Run 1, placement view:
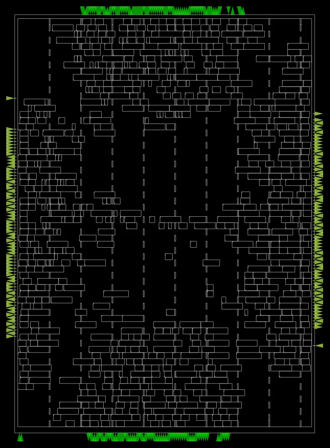
Run 1, signal wires on met3:
The bar under the picture is 50 um long.
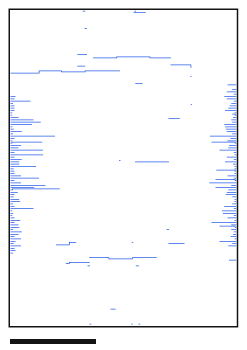
Run 1, clock wires, drivers and flops:
The bar under the picture is 50 um long.
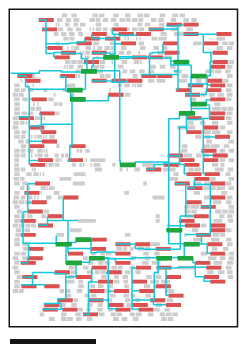
==> config.mk <==
export PLATFORM = sky130hd
export DESIGN_NAME = arm_mem_arbiter
export DESIGN_NICKNAME = d
export VERILOG_FILES = /design/src/rtl/arm_mem_pkg.sv /design/src/rtl/arm_mem_starve_ctr.sv /design/src/rtl/arm_mem_arbiter.sv
export SDC_FILE = /design/constraint.sdc
export NUM_CORES = 1
export LEC_CHECK = 0
export ABC_CLOCK_PERIOD_IN_PS = 2000
export CAP_MARGIN = 20
export CORE_ASPECT_RATIO = 1.4
export CORE_UTILIZATION = 23
export CTS_CLUSTER_DIAMETER = 60
export DETAILED_ROUTE_END_ITERATION = 10
export SLEW_MARGIN = 20
export SYNTH_ARGS = -nofsm -noshare
export SYNTH_HDL_FRONTEND = slang
export SYNTH_HIERARCHICAL = 1
export SYNTH_SLANG_ARGS = --single-unit
==> constraint.sdc <==
create_clock -name clk -period 2 [get_ports clk]
set_clock_uncertainty 0.15 [all_clocks]
set_input_delay 0.2 -clock clk [delete_from_list [all_inputs] [get_ports clk]]
set_output_delay 0.2 -clock clk [all_outputs]
set_load 0.01 [all_outputs]
==> src/rtl/arm_mem_pkg.sv <==
// Shared types and defaults for the fetch / load-store memory arbiter.
package arm_mem_pkg;

  localparam int unsigned ADDR_W_DEF = 32;
  localparam int unsigned DATA_W_DEF = 32;

  typedef enum logic [1:0] {
    IDLE    = 2'd0,
    IF_XFER = 2'd1,
    LS_XFER = 2'd2
  } state_e;

  typedef enum logic {
    OWN_IF = 1'b0,
    OWN_LS = 1'b1
  } owner_e;

endpackage

==> src/rtl/arm_mem_starve_ctr.sv <==
// Saturating count of load/store grants issued while a fetch is waiting;
// starve flags that the next idle arbitration must go to the fetch side.
module arm_mem_starve_ctr #(
  parameter int unsigned LIMIT = 4
) (
  input  logic clk,
  input  logic rst,
  input  logic idle,
  input  logic if_req,
  input  logic ls_grant,
  input  logic if_grant,
  output logic starve
);

  localparam int unsigned CNT_W = (LIMIT < 1) ? 1 : $clog2(LIMIT + 1);

  logic [CNT_W-1:0] cnt_q, cnt_d;

  always_comb begin
    cnt_d = cnt_q;
    if (if_grant || (idle && !if_req)) begin
      cnt_d = '0;
    end else if (ls_grant && if_req && (cnt_q != CNT_W'(LIMIT))) begin
      cnt_d = cnt_q + 1'b1;
    end
  end

  always_ff @(posedge clk or negedge rst) begin
    if (!rst) cnt_q <= '0;
    else      cnt_q <= cnt_d;
  end

  assign starve = (cnt_q == CNT_W'(LIMIT));

endmodule

==> src/rtl/arm_mem_arbiter.sv <==
// Arbitrates instruction fetch and load/store onto one single-outstanding memory port.
// Define ARM_MEM_ARB_STARVE_GUARD_EN to bound fetch starvation by load/store traffic.
module arm_mem_arbiter
  import arm_mem_pkg::*;
#(
  parameter int unsigned ADDR_W       = ADDR_W_DEF,
  parameter int unsigned DATA_W       = DATA_W_DEF,
  parameter int unsigned STARVE_LIMIT = 4
) (
  input  logic                clk,
  input  logic                rst,
  input  logic                if_req,
  input  logic [ADDR_W-1:0]   if_addr,
  output logic                if_gnt,
  output logic [DATA_W-1:0]   if_rdata,
  output logic                if_rvalid,
  input  logic                ls_req,
  input  logic                ls_we,
  input  logic [ADDR_W-1:0]   ls_addr,
  input  logic [DATA_W-1:0]   ls_wdata,
  input  logic [DATA_W/8-1:0] ls_be,
  output logic                ls_gnt,
  output logic [DATA_W-1:0]   ls_rdata,
  output logic                ls_rvalid,
  output logic                mem_req,
  output logic                mem_we,
  output logic [ADDR_W-1:0]   mem_addr,
  output logic [DATA_W-1:0]   mem_wdata,
  output logic [DATA_W/8-1:0] mem_be,
  input  logic                mem_ready,
  input  logic [DATA_W-1:0]   mem_rdata,
  output logic                busy
);

  localparam int unsigned BE_W = DATA_W / 8;

  state_e            state_q, state_d;
  owner_e            pick_own;
  logic              idle, starve, pick, pick_if, pick_ls;
  logic              mem_we_q, mem_we_d;
  logic [ADDR_W-1:0] mem_addr_q, mem_addr_d;
  logic [DATA_W-1:0] mem_wdata_q, mem_wdata_d;
  logic [BE_W-1:0]   mem_be_q, mem_be_d;
  logic              if_gnt_q, if_gnt_d, ls_gnt_q, ls_gnt_d;
  logic              if_rvalid_q, if_rvalid_d, ls_rvalid_q, ls_rvalid_d;
  logic [DATA_W-1:0] if_rdata_q, if_rdata_d, ls_rdata_q, ls_rdata_d;

  assign idle = (state_q == IDLE);

`ifdef ARM_MEM_ARB_STARVE_GUARD_EN
  arm_mem_starve_ctr #(
    .LIMIT(STARVE_LIMIT)
  ) u_starve_ctr (
    .clk     (clk),
    .rst     (rst),
    .idle    (idle),
    .if_req  (if_req),
    .ls_grant(pick_ls),
    .if_grant(pick_if),
    .starve  (starve)
  );
`else
  // Strict load/store priority; the limit has no effect in this build.
  assign starve = (STARVE_LIMIT == 0) & 1'b0;
`endif

  // Load/store wins unless a waiting fetch has been passed over too often.
  assign pick_own = (ls_req && !(starve && if_req)) ? OWN_LS : OWN_IF;
  assign pick     = idle && (if_req || ls_req);
  assign pick_ls  = pick && (pick_own == OWN_LS);
  assign pick_if  = pick && (pick_own == OWN_IF);

  // NOTE: sequential state uses non-blocking assignments so every flop samples pre-edge values.
  always_ff @(posedge clk or negedge rst) begin
    if (!rst) state_q <= IDLE;
    else      state_q <= state_d;
  end

  always_comb begin
    state_d = state_q;
    unique case (state_q)
      IDLE: begin
        if (pick_ls)      state_d = LS_XFER;
        else if (pick_if) state_d = IF_XFER;
      end
      IF_XFER, LS_XFER: begin
        if (mem_ready) state_d = IDLE;
      end
      default: state_d = IDLE;
    endcase
  end

  always_comb begin
    busy    = (state_q != IDLE);
    mem_req = busy;
  end

  // NOTE: every always_comb output gets a default first, otherwise a latch is inferred.
  always_comb begin
    mem_we_d    = mem_we_q;
    mem_addr_d  = mem_addr_q;
    mem_wdata_d = mem_wdata_q;
    mem_be_d    = mem_be_q;
    if (pick_ls) begin
      mem_we_d    = ls_we;
      mem_addr_d  = ls_addr;
      mem_wdata_d = ls_wdata;
      mem_be_d    = ls_be;
    end else if (pick_if) begin
      mem_we_d    = 1'b0;
      mem_addr_d  = if_addr & ~ADDR_W'(3);
      mem_wdata_d = '0;
      mem_be_d    = '1;
    end
    if_gnt_d    = pick_if;
    ls_gnt_d    = pick_ls;
    if_rvalid_d = (state_q == IF_XFER) && mem_ready;
    ls_rvalid_d = (state_q == LS_XFER) && mem_ready;
    if_rdata_d  = if_rvalid_d ? mem_rdata : if_rdata_q;
    // Write completions pulse rvalid but leave the last read data visible.
    ls_rdata_d  = (ls_rvalid_d && !mem_we_q) ? mem_rdata : ls_rdata_q;
  end

  always_ff @(posedge clk or negedge rst) begin
    if (!rst) begin
      mem_we_q    <= 1'b0;
      mem_addr_q  <= '0;
      mem_wdata_q <= '0;
      mem_be_q    <= '0;
      if_gnt_q    <= 1'b0;
      ls_gnt_q    <= 1'b0;
      if_rvalid_q <= 1'b0;
      ls_rvalid_q <= 1'b0;
      if_rdata_q  <= '0;
      ls_rdata_q  <= '0;
    end else begin
      mem_we_q    <= mem_we_d;
      mem_addr_q  <= mem_addr_d;
      mem_wdata_q <= mem_wdata_d;
      mem_be_q    <= mem_be_d;
      if_gnt_q    <= if_gnt_d;
      ls_gnt_q    <= ls_gnt_d;
      if_rvalid_q <= if_rvalid_d;
      ls_rvalid_q <= ls_rvalid_d;
      if_rdata_q  <= if_rdata_d;
      ls_rdata_q  <= ls_rdata_d;
    end
  end

  assign mem_we    = mem_we_q;
  assign mem_addr  = mem_addr_q;
  assign mem_wdata = mem_wdata_q;
  assign mem_be    = mem_be_q;
  assign if_gnt    = if_gnt_q;
  assign ls_gnt    = ls_gnt_q;
  assign if_rvalid = if_rvalid_q;
  assign ls_rvalid = ls_rvalid_q;
  assign if_rdata  = if_rdata_q;
  assign ls_rdata  = ls_rdata_q;

endmodule

==> qor.csv, run 1 <==
stage,metric,value,unit
run_status,outcome,completed,
clock_tree,h-tree-depth,4,
die,initial_utilization,23.4,%
worst_setup_path,critPathSlowestCell,dfrtp_1,
worst_setup_path,arrival,1500,ps
placement,port_buffers,274,
clock_tree,clockBufferDepth,2,
worst_setup_path,path_buffers,3,
clock_tree,cts_tree,built,
synthesis,synth_cells,382,
worst_setup_path,path_class,reg -> out,
grt,grt_start_max_net_pins,41,
die,dieArea,24300,um2
timing,worstMarginPinSlew,379,ps
timing,slew-limit-headroom,74.7,%
final_layout,layout.nets,810,
die,top_level_ports,277,
power,p_total,14.5,mW
synthesis,synth_top_area_share,63.9,%
timing,drv_slew,0,
clock_tree,cts.reportedPaths.clkPinSlew,60,ps
detailed_routing,ant_nets,0,
synthesis,ys_ff,139,
worst_setup_path,cp.required,1650,ps
timing,period_used_share,92.5,%
worst_setup_path,path_cells,"inv_1, ha_4, inv_1, dlygate4sd2_1",
grt,grt_usage,13.2,%
worst_setup_path,worst_path_most_repeated_cell,inv_1,
synthesis,area_leaders,"dfrtp_1, mux2_4, mux2_2, a22o_1, o32ai_1",
clock_tree,cts.sinks,139,
worst_setup_path,slowest_delay,400,ps
run,maxCapViolCount,0,
synthesis,synthFlopType,dfrtp_1,
synthesis,ys_types,24,
final_layout,logic_area,1800,um2
synthesis,synth-async-reset-ratio,100,%
placement,dp_hpwl,11300,um
final_layout,area_growth_syn_to_layout,70.3,%
timing,rsz0062_at_grt,false,
detailed_routing,drt_iter0_drc,203,
detailed_routing,drc,0,
timing,tns,0,ps
synthesis,synth_area,5440,um2
die,fp.dieW,132,um
synthesis,ys_seq_share,63.9,%
final_layout,design_area,9260,um2
grt,gr-total-overflow,0,
grt,grt_pass1_wl,24500,um
power,p_leak,3.95,nW
power,ir_worst_vdd,0.000708,V
timing,setup_viol,0,
die,rows,66,
power,p_per_area,1570,nW/um2
run,warning_count,30,
placement,placed_cell_area,8630,um2
worst_setup_path,cp-start-kind,register,
synthesis,yosysWarnings,6,
worst_setup_path,cp_max_fo,6,
detailed_routing,via_per_inst,4.21,
clock_tree,numCtsBuffers,17,
detailed_routing,wl_per_cell,15.9,um
timing,period_minus_slack,1850,ps
grt,grt_pass1_vias,4356,
worst_setup_path,crit_family,buffers and inverters,
final_layout,drive_above_1_share,17.3,%
synthesis,synth_area_per_cell,14.2,um2
clock_tree,root_buffer,clkbuf_16,
die,fp.dieH,184,um
grt,antenna_found_initial,0,
synthesis,floorplan.nets,523,
placement,place.gp.congestion,0.759,
hold_path,hp-class,in -> async,
detailed_routing,dr.pass1.iters,4,
final_layout,insertedDiodeCount,0,
timing,finalHoldViolations,0,
synthesis,edf_count,0,
synthesis,yosysChipArea,5440,um2
synthesis,ys_cells,382,
final_layout,seq_area,3480,um2
timing,fmax,0.541,GHz
worst_setup_path,crit_path_end_kind,output pin,
synthesis,yosys.area.top_type,dfrtp_1,
About 'placement view':
FFs & Latches: 139
tap cells: 306
Final Util: 39.9%
Core ar.: 23200 um2
Fillers: 2227

About 'signal wires on met3':
wire length on this layer = 979 um
share of all routed wire = 6.3%
nets with wire on the layer = 148
main direction = horizontal
longest straight run = 27.4 um
M3 GR Usage: 4.47%
DR vias: 4154
routed wire length: 15700 um

About 'clock wires, drivers and flops':
red -> flip-flops  # count 139
cyan -> clock wires  # length 2040 um
green -> clock-net drivers  # count 17
routed clock nets = 18
clock network power: 3.24 mW
clock power share: 22.3%
worst-skew pair later-pin latency: 410 ps

## run 1: timing repair
action                                  CTS  global route
resized                                   4             0
hold buffers                              1             0
endpoints found under the setup margin    2             0
endpoints found under the hold margin   139             0
buffers inserted                          1             0
## run 1: kinds of logic (layout without fill, tap and decap cells)
kind of cell    after synthesis  after routing  share of synthesized area [%]
simple gates                 68             68                           4.92
buf+inv                      33            332                           3.29
compound gates               75             75                           11.8
fa+ha+maj                     3              3                          0.690
mux                          64             64                           15.3
flops                       139            139                           63.9
## run 1: per-stage QoR
step	hold WS (ps)	cells	util, %	setup WS, ps
4_1_cts	92.7	987	39.9	134
6_report	113	987	39.9	150
5_1_grt	109	987	39.9	97.4
3_5_place_dp	-19.3	954	37.2	166
3_3_place_gp	-22.0	954	37.2	208
2_1_floorplan	-246	382	-	371
## run 1: layout make-up
class,instances,area share [%]
timing repair buffer,295,32.1
multi-input combinational,210,19.4
sequential,139,37.6
clock inverter,7,1.22
tap,306,4.13
clock buffer,24,5.31
inverter,6,0.243
## run 1: layout by cell type, fill, tap and decap left out, types with 5 or more instances in the layout
| cell type | instances |
|---|---|
| nor2_1 | 61 |
| clkbuf_16 | 17 |
| mux2_2 | 34 |
| buf_12 | 6 |
| clkdlybuf4s50_1 | 271 |
| o32ai_1 | 30 |
| a22o_1 | 35 |
| dfrtp_1 | 139 |
| mux2_4 | 30 |
| inv_1 | 5 |
| buf_4 | 14 |
## run 1: power breakdown
group          internal, mW  switching, mW  leakage, nW
Sequential             4.15          0.691         1.66
Clock                  2.08           1.15        0.296
Combinational          3.91           2.54         2.00
## run 1: registers in the layout, summed over array words and instances, names as in the netlist
register / count
ls_gnt: 1
if_rdata: 32
ls_rdata: 32
state_q: 2
mem_be: 4
if_gnt: 1
if_rvalid: 1
mem_addr: 32
mem_we: 1
ls_rvalid: 1
mem_wdata: 32
## run 1: final timing paths
| kind | depth (start not counted) | slack, ps | start | endpoint |
|---|---|---|---|---|
| worst max-delay path | 4 | 150 | state_q[1]$_DFFE_PN0P_ | busy |
| worst min-delay path | 2 | 110 | rst | ls_rdata[11]$_DFFE_PN0P_ |
| worst max register to register | 6 | 220 | state_q[0]$_DFFE_PN0P_ | ls_rdata[31]$_DFFE_PN0P_ |
| worst min register to register | 1 | 340 | mem_be[0]$_DFFE_PN0P_ | mem_be[0]$_DFFE_PN0P_ |
| max in group asynchronous | 3 | 950 | rst | ls_rdata[5]$_DFFE_PN0P_ |
| min in group clk | 3 | 230 | ls_addr[28] | mem_addr[28]$_DFFE_PN0P_ |
## run 1: per-layer routing
layer / GRT usage, % / share of wire (%)
met2: 22.2 / 51
met5: 0 / 0
met4: 5.53 / 2.3
met3: 4.47 / 6.3
met1: 15.4 / 41
## run 1: synthesized netlist by cell type, types with 2 or more instances
master / instances
nor2_1: 61
o32ai_1: 30
mux2_4: 30
nand2b_1: 3
clkbuf_1: 4
ha_1: 3
dfrtp_1: 139
mux2_2: 34
buf_6: 4
inv_1: 5
buf_1: 3
buf_2: 14
a21oi_1: 2
nand2_1: 2
o22a_1: 4
a22o_1: 35
buf_4: 2
==> run 2: changes to the inputs <==
Settings changed: CTS_CLUSTER_DIAMETER 60 to default, GPL_TIMING_DRIVEN from default to 0.
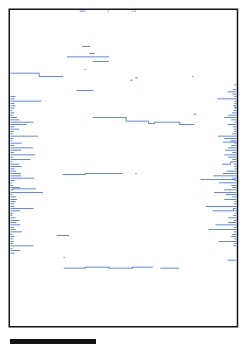
Run 2: signal wires on met3
The bar under the picture is 50 um long.
longest straight run = 24.1 um
nets with wire on the layer = 144
share of all routed wire = 5.6%
routed wire length: 16200 um
DR vias: 4182
M3 GR Usage: 3.97%

==> run 2 against run 1 <==
Effect of this change: count of clock-buffer cells in the layout shrank 1; synthesized area stayed put; cell count grew 0.61%; critical path depth is 3 higher; setup slack worse by 33 ps; largest power group unchanged; final area decreased by 0.62%.
==> qor.csv, run 2 <==
stage,metric,value,unit,change
final_layout,utilization,39.7,%,-0.25 points
final_layout,finalNonFillerCells,993,,+0.61%
final_layout,lay_top_cells,"clkdlybuf4s50_1, dfrtp_1, nor2_1, a22o_1, mux2_2",,
worst_setup_path,cp-start-kind,register,,
synthesis,top_cell,dfrtp_1,,
clock_tree,clk_latency,420,ps,about the same
worst_setup_path,cp_max_fo,10,,+4
grt,grt_usage,13.8,%,+0.61 points
synthesis,ys_cells,382,,unchanged
die,rows,66,,unchanged
synthesis,yosysWarnings,6,,unchanged
placement,placed_cell_area,8600,um2,-0.38%
synthesis,synth_area_per_cell,14.2,um2,unchanged
final_layout,area_growth_syn_to_layout,69.2,%,
power,p_leak,3.94,nW,-0.32%
grt,gr-total-overflow,0,,unchanged
worst_setup_path,path_class,reg -> reg,,
synthesis,edf_count,0,,unchanged
final_layout,drive_above_1_share,18.2,%,+0.87 points
timing,rsz0062_at_grt,false,,
detailed_routing,wl_per_cell,16.3,um,+2.5%
detailed_routing,ant_nets,0,,unchanged
hold_path,hp-class,in -> async,,
synthesis,ys_top_cells_by_count,"dfrtp_1, nor2_1, a22o_1, mux2_2",,
clock_tree,root_buffer,clkbuf_16,,
synthesis,synth_cells,382,,unchanged
timing,worstMarginPinSlew,531,ps,+151 ps
timing,fmax,0.531,GHz,-1.8%
synthesis,synth_area,5440,um2,unchanged
synthesis,ys_types,24,,unchanged
worst_setup_path,crit_path_end_kind,register,,
grt,grt_pass1_vias,4385,,+0.67%
timing,layout_setup_ws,117,ps,-33.4 ps
worst_setup_path,cp.required,2140,ps,+490 ps
die,dieArea,24300,um2,unchanged
timing,finalHoldViolations,0,,unchanged
synthesis,synth_top_area_share,63.9,%,unchanged
placement,port_buffers,274,,unchanged
synthesis,ys_ff,139,,unchanged
clock_tree,cts.reportedPaths.clkPinSlew,50,ps,about the same
run_status,outcome,completed,,
synthesis,yosys.area.top_type,dfrtp_1,,
timing,worst_hold_slack,166,ps,+53.5 ps
worst_setup_path,arrival,2020,ps,+520 ps
clock_tree,cts.sinks,139,,unchanged
die,initial_utilization,23.4,%,unchanged
timing,tns,0,ps,unchanged
power,p_total,14.3,mW,-1.6%
detailed_routing,drc,0,,unchanged
power,ir_worst_vdd,0.000614,V,-13%
final_layout,layout_top_cell,clkdlybuf4s50_1,,
timing,period_minus_slack,1880,ps,+33.3 ps
grt,grt_start_max_net_pins,77,,+88%
grt,antenna_found_initial,0,,unchanged
final_layout,layout.nets,821,,+1.4%
synthesis,floorplan.nets,523,,unchanged
final_layout,insertedDiodeCount,0,,unchanged
die,fp.dieW,132,um,unchanged
clock_tree,clockBufferDepth,2,,unchanged
die,core_area,23200,um2,unchanged
power,p_per_area,1550,nW/um2,-0.96%
synthesis,yosysChipArea,5440,um2,unchanged
timing,setup_viol,0,,unchanged
clock_tree,numCtsBuffers,17,,unchanged
timing,period_used_share,94.2,%,+1.7 points
synthesis,ys_seq_share,63.9,%,unchanged
grt,grt_pass1_wl,25300,um,+3.2%
clock_tree,h-tree-depth,4,,unchanged
synthesis,area_leaders,"dfrtp_1, mux2_4, mux2_2, a22o_1, o32ai_1",,
placement,dpl.cell_count,963,,+0.94%
placement,pre_cts_ws,-111,ps,-277 ps
run,warning_count,30,,unchanged
detailed_routing,dr.pass1.iters,4,,unchanged
timing,slew-limit-headroom,64.6,%,-10 points
synthesis,synthFlopType,dfrtp_1,,
clock_tree,cts_tree,built,,
final_layout,design_area,9210,um2,-0.62%
detailed_routing,drt_iter0_drc,106,,-48%
detailed_routing,via_per_inst,4.21,,about the same
timing,drv_slew,0,,unchanged
placement,dp_hpwl,11800,um,+4.5%
run,maxCapViolCount,0,,unchanged
placement,place.gp.congestion,0.774,,+1.9%
die,top_level_ports,277,,unchanged
synthesis,synth-async-reset-ratio,100,%,unchanged
die,fp.dieH,184,um,unchanged
==> run 2: netlist changes by cell type in the layout (fill, tap and decap cells not counted), moves of 2 or more <==
| cell | change |
|---|---|
| buf_6 | +3 |
| buf_12 | -6 |
| buf_2 | +11 |
| buf_4 | -9 |
| o32ai_1 | -2 |
| inv_2 | +2 |
| o32ai_2 | +2 |
| bufinv_16 | -2 |
| clkbuf_4 | +3 |
| clkbuf_2 | +3 |
| inv_1 | -2 |
| clkbuf_1 | +2 |
==> run 2: worst paths after layout <==
path	from	end	slack [ps]	depth (start not counted)
max in group asynchronous	rst	mem_be[3]$_DFFE_PN0P_	780	3
min in group clk	ls_addr[17]	mem_addr[17]$_DFFE_PN0P_	230	3
worst min-delay path	rst	ls_rdata[12]$_DFFE_PN0P_	170	2
worst max-delay path	state_q[1]$_DFFE_PN0P_	mem_addr[5]$_DFFE_PN0P_	120	7
worst max register to register	state_q[1]$_DFFE_PN0P_	mem_addr[5]$_DFFE_PN0P_	120	7
worst min register to register	mem_be[1]$_DFFE_PN0P_	mem_be[1]$_DFFE_PN0P_	340	1
==> run 2: logic make-up (layout without fill, tap and decap cells) <==
kind of cell | after synthesis | in the layout | share of synthesized area [%]
flops | 139 | 139 | 63.9
compound gates | 75 | 75 | 11.8
simple gates | 68 | 68 | 4.92
mux | 64 | 64 | 15.3
buf+inv | 33 | 338 | 3.29
fa+ha+maj | 3 | 3 | 0.690
==> run 2: cell type report <==
cell class              count  area, um2
plain buffers              27        168
fillers                  2218      14000
inverters                   6       22.5
clock buffers              23        498
repair buffers            279       2810
well taps                 306        383
multi-input cells         210       1810
clock inverters             3       40.0
flip-flops and latches    139       3480
==> run 2: timing repair <==
action                                  CTS  global route
setup buffers                             3             0
cloned                                    0             0
hold endpoints to repair                 63             0
endpoints found under the setup margin    7            32
hold buffers                              1             0
pin swaps                                 1             0
gates resized                             6             8
==> run 2: layer usage <==
layer | routed length, um | global-route usage, % | vias up
met5 | 0 | 0 | -
li1 | - | - | 1977
met3 | 898 | 3.97 | 24
met4 | 365 | 6.37 | 0
met2 | 8250 | 23.5 | 163
met1 | 6640 | 16.0 | 2018
==> run 2: where the power goes <==
| part | internal, mW | leakage [nW] | switching, mW |
|---|---|---|---|
| combinational | 3.92 | 2.01 | 2.61 |
| sequential | 4.15 | 1.66 | 0.679 |
| clock | 1.83 | 0.269 | 1.12 |
==> run 2: critical path: stages (launching register included) <==
cell      delay [ps]
dfrtp_1          380
inv_2            100
ha_4             160
buf_4            150
nand2b_1         150
buf_2            240
o32ai_1          330
nor2_1            90
No activity file was given, so power comes from the tool's default toggle rates.
